===== src/rtl/bus_mailbox.sv =====
// ============================================================================
// Module   : bus_mailbox
// Purpose  : Memory-mapped FIFO mailbox on a hub device port (DATA/STATUS/
//            CTRL/THRESH). Optional threshold interrupt: BUS_MAILBOX_IRQ_EN.
// Revision : 1.0 - initial release
// ============================================================================
`default_nettype none

module bus_mailbox #(
  parameter logic [31:0] BASE_ADDR = 32'h0000_1000,
  parameter int          DEPTH     = 16
) (
  input  logic        clk,
  input  logic        rst_n,
  input  logic [31:0] address,
  input  logic [31:0] data_write,
  input  logic [3:0]  write_mask,
  input  logic        ren,
  input  logic        wen,
  output logic [31:0] data_read,
  output logic        ready,
  output logic        active,
  output logic        irq
);

  localparam int c_ptr_w = $clog2(DEPTH);
  localparam int c_cnt_w = c_ptr_w + 1;

  localparam logic [1:0] c_reg_data   = 2'd0;
  localparam logic [1:0] c_reg_status = 2'd1;
  localparam logic [1:0] c_reg_ctrl   = 2'd2;
  localparam logic [1:0] c_reg_thresh = 2'd3;

  typedef enum logic [0:0] {
    S_IDLE = 1'b0,
    S_RESP = 1'b1
  } state_t;

  state_t               r_state;
  state_t               w_state_nxt;
  logic [31:0]          r_mem [DEPTH];
  logic [c_ptr_w-1:0]   r_rd_ptr;
  logic [c_ptr_w-1:0]   r_wr_ptr;
  logic [c_cnt_w-1:0]   r_count;
  logic                 r_overflow;
  logic                 r_underflow;
  logic [31:0]          r_data_read;

  logic                 w_accept;
  logic                 w_is_write;
  logic                 w_is_read;
  logic [1:0]           w_reg;
  logic                 w_empty;
  logic                 w_full;
  logic                 w_push;
  logic                 w_push_drop;
  logic                 w_pop;
  logic                 w_pop_miss;
  logic                 w_ctrl_wr;
  logic                 w_flush;
  logic                 w_clear;
  logic [31:0]          w_push_word;
  logic [31:0]          w_status;
  logic [31:0]          w_thresh_rd;
  logic [31:0]          w_read_value;
  logic                 w_unused;

  assign active   = (address[31:4] == BASE_ADDR[31:4]);
  assign w_reg    = address[3:2];
  assign w_unused = &{1'b0, address[1:0]};

  // The hub already gates wen/ren with active; re-check so a stray strobe is harmless.
  assign w_accept   = (r_state == S_IDLE) && active && (wen || ren);
  assign w_is_write = w_accept && wen;
  assign w_is_read  = w_accept && !wen;

  assign w_empty = (r_count == '0);
  assign w_full  = (r_count == c_cnt_w'(DEPTH));

  assign w_push      = w_is_write && (w_reg == c_reg_data) && !w_full;
  assign w_push_drop = w_is_write && (w_reg == c_reg_data) && w_full;
  assign w_pop       = w_is_read  && (w_reg == c_reg_data) && !w_empty;
  assign w_pop_miss  = w_is_read  && (w_reg == c_reg_data) && w_empty;
  assign w_ctrl_wr   = w_is_write && (w_reg == c_reg_ctrl) && write_mask[0];
  assign w_flush     = w_ctrl_wr && data_write[0];
  assign w_clear     = w_ctrl_wr && data_write[1];

  assign w_push_word = {data_write[31:24] & {8{write_mask[3]}},
                        data_write[23:16] & {8{write_mask[2]}},
                        data_write[15:8]  & {8{write_mask[1]}},
                        data_write[7:0]   & {8{write_mask[0]}}};

  assign w_status = {16'h0000, 8'(r_count), 4'h0,
                     r_underflow, r_overflow, w_full, w_empty};

  always_ff @(posedge clk or negedge rst_n) begin
    if (!rst_n) begin
      r_state <= S_IDLE;
    end else begin
      r_state <= w_state_nxt;
    end
  end

  always_comb begin
    w_state_nxt = r_state;
    ready       = 1'b0;
    case (r_state)
      S_IDLE: begin
        if (w_accept) begin
          w_state_nxt = S_RESP;
        end
      end
      S_RESP: begin
        ready       = 1'b1;
        w_state_nxt = S_IDLE;
      end
      default: w_state_nxt = S_IDLE;
    endcase
  end

  always_comb begin
    w_read_value = 32'h0;
    if (w_is_read) begin
      case (w_reg)
        c_reg_data:   w_read_value = w_empty ? 32'h0 : r_mem[r_rd_ptr];
        c_reg_status: w_read_value = w_status;
        c_reg_thresh: w_read_value = w_thresh_rd;
        default:      w_read_value = 32'h0;
      endcase
    end
  end

  // data_read is only non-zero during RESP: it reloads with zero on every non-accept edge.
  always_ff @(posedge clk or negedge rst_n) begin
    if (!rst_n) begin
      r_rd_ptr    <= '0;
      r_wr_ptr    <= '0;
      r_count     <= '0;
      r_overflow  <= 1'b0;
      r_underflow <= 1'b0;
      r_data_read <= 32'h0;
    end else begin
      r_data_read <= w_read_value;
      if (w_flush) begin
        r_rd_ptr <= '0;
        r_wr_ptr <= '0;
        r_count  <= '0;
      end else if (w_push) begin
        r_wr_ptr <= r_wr_ptr + c_ptr_w'(1);
        r_count  <= r_count + c_cnt_w'(1);
      end else if (w_pop) begin
        r_rd_ptr <= r_rd_ptr + c_ptr_w'(1);
        r_count  <= r_count - c_cnt_w'(1);
      end
      if (w_clear) begin
        r_overflow  <= 1'b0;
        r_underflow <= 1'b0;
      end else begin
        if (w_push_drop) r_overflow  <= 1'b1;
        if (w_pop_miss)  r_underflow <= 1'b1;
      end
    end
  end

  always_ff @(posedge clk) begin
    if (w_push) begin
      r_mem[r_wr_ptr] <= w_push_word;
    end
  end

  assign data_read = r_data_read;

`ifdef BUS_MAILBOX_IRQ_EN
  logic [7:0] r_threshold;
  logic       r_irq;

  // irq samples the already-updated count, so it trails count changes by one cycle.
  always_ff @(posedge clk or negedge rst_n) begin
    if (!rst_n) begin
      r_threshold <= 8'd1;
      r_irq       <= 1'b0;
    end else begin
      if (w_is_write && (w_reg == c_reg_thresh) && write_mask[0]) begin
        r_threshold <= data_write[7:0];
      end
      r_irq <= (8'(r_count) >= r_threshold) && (r_threshold != 8'd0);
    end
  end

  assign w_thresh_rd = {24'h0, r_threshold};
  assign irq         = r_irq;
`else
  assign w_thresh_rd = 32'h0;
  assign irq         = 1'b0;
`endif

endmodule

`default_nettype wire

===== config.mk =====
export PLATFORM = sky130hd
export DESIGN_NAME = bus_mailbox
export DESIGN_NICKNAME = d
export VERILOG_FILES = /design/src/rtl/bus_mailbox.sv
export SDC_FILE = /design/constraint.sdc
export NUM_CORES = 1
export LEC_CHECK = 0
export CAP_MARGIN = 20
export CORE_UTILIZATION = 45
export CTS_CLUSTER_DIAMETER = 50
export DETAILED_ROUTE_END_ITERATION = 16
export SLEW_MARGIN = 5
export SYNTH_ARGS = -nofsm -noshare
export SYNTH_HDL_FRONTEND = slang
export SYNTH_SLANG_ARGS = --single-unit

===== constraint.sdc =====
create_clock -name clk -period 5.3 [get_ports clk]
set_clock_uncertainty 0.2 [all_clocks]
set_input_delay 0.53 -clock clk [delete_from_list [all_inputs] [get_ports clk]]
set_output_delay 0.53 -clock clk [all_outputs]
set_load 0.1 [all_outputs]

**M1 wires**

Cells faint in the background.
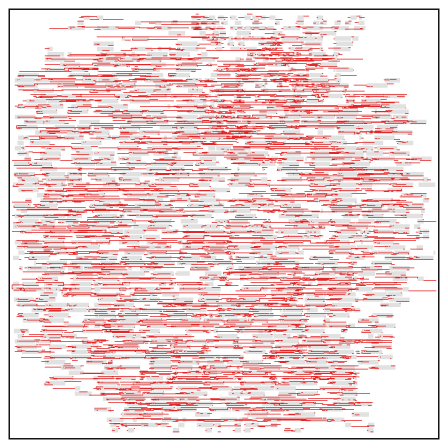
The wires run mostly horizontal. The layer carries 20.9 mm of wire.
vias: 10,600
drt total wl: 47,900 um

**M2 wires**

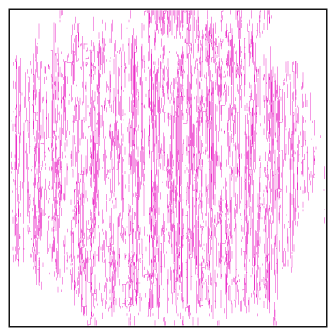
The layer holds 51% of the routed length. 1,143 nets have wire on it. The wires run mostly vertical.
met2 Resource Use GR: 33.5%

cell type report:
cell class              instances  area share (%)
diodes                          1         0.00969
clock buffers                  78            6.19
clock inverters                34            1.47
inverters                      11           0.160
multi-input cells             436            19.7
flip-flops and latches        560            64.2
well taps                     615            2.98
repair buffers                146            5.32
layout by cell type (no fill, tap or decap), types with 7 or more instances in the layout:
master	instances
edfxtp_1	512
o2bb2ai_1	9
mux4_2	109
and2_1	33
clkbuf_1	15
bufinv_16	7
clkinv_1	8
a22oi_1	14
ha_1	9
clkdlybuf4s50_1	101
a21oi_1	29
o21ai_0	18
dfrtp_1	44
and2_2	8
mux2i_1	65
a221oi_1	28
nor4_1	8
mux2_2	10
inv_1	10
buf_4	41
nor2_1	20
nor2b_1	9
clkinv_2	8
clkbuf_16	60
metal layers:
layer / vias up / part of all wire (%)
li1: 4718 / -
met1: 5628 / 44
met2: 221 / 51
met3: 69 / 3.6
met4: 0 / 2.1
met5: - / 0
repair_timing:
action                     4_1_cts  5_1_grt
resized                          0        0
setup buffers                    0        0
setup endpoints to repair        0        0
hold buffers                     1        0
hold endpoints to repair        48        0
power breakdown:
group	switching [mW]	internal [mW]	leakage, nW
sequential	0.00000000502	4.82	4.86
clock	1.69	2.47	0.960
combinational	0.0849	0.0541	1.83
critical path: cells and delay by family:
family          cells  cell delay [ps]
simple gates        3             1130
fa+ha+maj           1              440
buf+inv             2              710
compound gates      3              690
mux                 1              370
final timing paths:
kind | cells past startpoint | slack (ps) | to | start
max | 10 | 1750 | r_count[4] | address[2]
min reg2reg | 1 | 320 | data_read[2] | r_overflow
max reg2reg | 9 | 1810 | r_count[4] | r_state
min | 1 | 320 | data_read[2] | r_overflow
min in group asynchronous | 3 | 420 | data_read[9] | rst_n
max in group asynchronous | 3 | 3890 | r_rd_ptr[1] | rst_n
logic make-up after synthesis:
logic type | Yosys count | synth area share (%)
xor+xnor | 7 | 0.279
fa+ha+maj | 10 | 0.604
buf+inv | 67 | 1.74
flops | 560 | 75.5
other cells | 1 | 0.0171
simple gates | 127 | 3.91
mux | 184 | 14.6
compound gates | 107 | 3.35
flip-flops by register name (all words and copies together) (netlist names):
| signal | flops |
|---|---|
| r_state | 1 |
| r_wr_ptr | 4 |
| r_rd_ptr | 4 |
| data_read | 32 |
| r_mem | 512 |
| r_underflow | 1 |
| r_overflow | 1 |
| r_count | 5 |
==> flow_summary.json <==
{
  "startpoint_type": "input port",
  "hold_viol": 0,
  "fill_cells": 3690,
  "cts_tree": "yes",
  "clock_sinks": 560,
  "grt.busiest_layer": "met2",
  "clockRootBuffer": "clkbuf_16",
  "setup_viol": 0,
  "drt_pass1_iterations": 5,
  "synth_async_sr_flop_share_pct": 8.57,
  "chipArea_sq_um": 49700,
  "powerDensity_nw_per_um2": 353,
  "synthTopCellsByArea": "edfxtp_1 (70%), mux4_2 (11%), dfrtp_1 (5.5%)",
  "synth-edff-count": 512,
  "cp_cell_sequence": "clkdlybuf4s50_1, nor4b_1, nand4_1, nor3_4, inv_2, fa_1, a21o_1, a21oi_1, mux2_2, a211oi_1",
  "total_power_mw": 9.12,
  "logic_area_sq_um": 5080,
  "die_w_um": 223,
  "rsz0062_at_grt": "false",
  "initial_utilization_pct": 45.8,
  "synthDistinctLibCells": 54,
  "maxSlewHeadroom_pct": 26.6,
  "crit_slowest_cell": "nor4b_1",
  "leakage_nw": 7.65,
  "routedWlPerCell_um": 25.5,
  "endpoint_kind": "flop",
  "placed_cells": 1767,
  "yosysSeqAreaShare_pct": 75.5,
  "cts_buffers": 60,
  "cp_data_required_time_ps": 5610,
  "fp.coreArea_sq_um": 47900,
  "grt_pass1_wl_um": 71700,
  "clk_pin_slew_ps": 60,
  "finish.utilization_pct": 53.9,
  "critPathMaxStageDelay_ps": 540,
  "placementRows": 80,
  "tightestPinTransition_ps": 1100,
  "syn_inst": 1063,
  "yosysTopAreaCellShare_pct": 70.0,
  "post_dp_cell_area_sq_um": 23800,
  "ff_latch_area_sq_um": 16600,
  "grt_max_degree": 50,
  "openroad.warnings": 33,
  "stdcell_area_sq_um": 25800,
  "synthTopCellsByCount": "edfxtp_1 (512), mux4_2 (109), mux2i_1 (65)",
  "yosys_most_used_dff": "edfxtp_1",
  "finalNetCount": 1297,
  "grt-ovfl-total": 0,
  "syn-cell-area_sq_um": 22000,
  "hold_path_class": "reg -> reg",
  "path_max_fanout": 12,
  "ant_nets": 0,
  "layout_min_cycle_time_ps": 3550,
  "finalCritPeriodShare_pct": 67.0,
  "hold_slack_ps": 320,
  "synth_nets": 1145,
  "dp_slack_ps": 1200,
  "worst-setup-path-type": "in -> reg",
  "yosys.cell_count.top_type": "edfxtp_1",
  "ys_cells": 1063,
  "clock.fmax_mhz": 282,
  "syn_area_per_cell_sq_um": 20.7,
  "tns_ps": 0,
  "drt-vias-per-instance": 5.65,
  "slew_viol_final": 0,
  "dpl.hpwl_um": 27100,
  "io_pins": 107,
  "area_growth_pct": 17.6,
  "grt_use_met1_pct": 27.0,
  "layout_setup_ws_ps": 1750,
  "critPathArrivalTime_ps": 3860,
  "ys_warn_count": 0,
  "h-tree-depth": 2,
  "worstSkewPairLatency_ps": 600,
  "status": "completed",
  "cts_buffer_depth": 3,
  "first_iter_violations": 832,
  "grt_use_total_pct": 19.8,
  "io_buffers": 103,
  "cap_violations": 0,
  "ys_area_sq_um": 22000,
  "antenna_found_initial": 1,
  "synth_area_leader_cell": "edfxtp_1",
  "die-height_um": 223,
  "global_route.usage.met3_pct": 2.65,
  "final_cell_count_no_fill": 1881,
  "numSynthFlops": 560,
  "layout-drive-gt1-share_pct": 22.9,
  "first_global_vias": 11200,
  "ir_drop_uv": 240,
  "drc": 0,
  "gp_congestion": 0.717
}
Power and IR drop assume default switching activity.
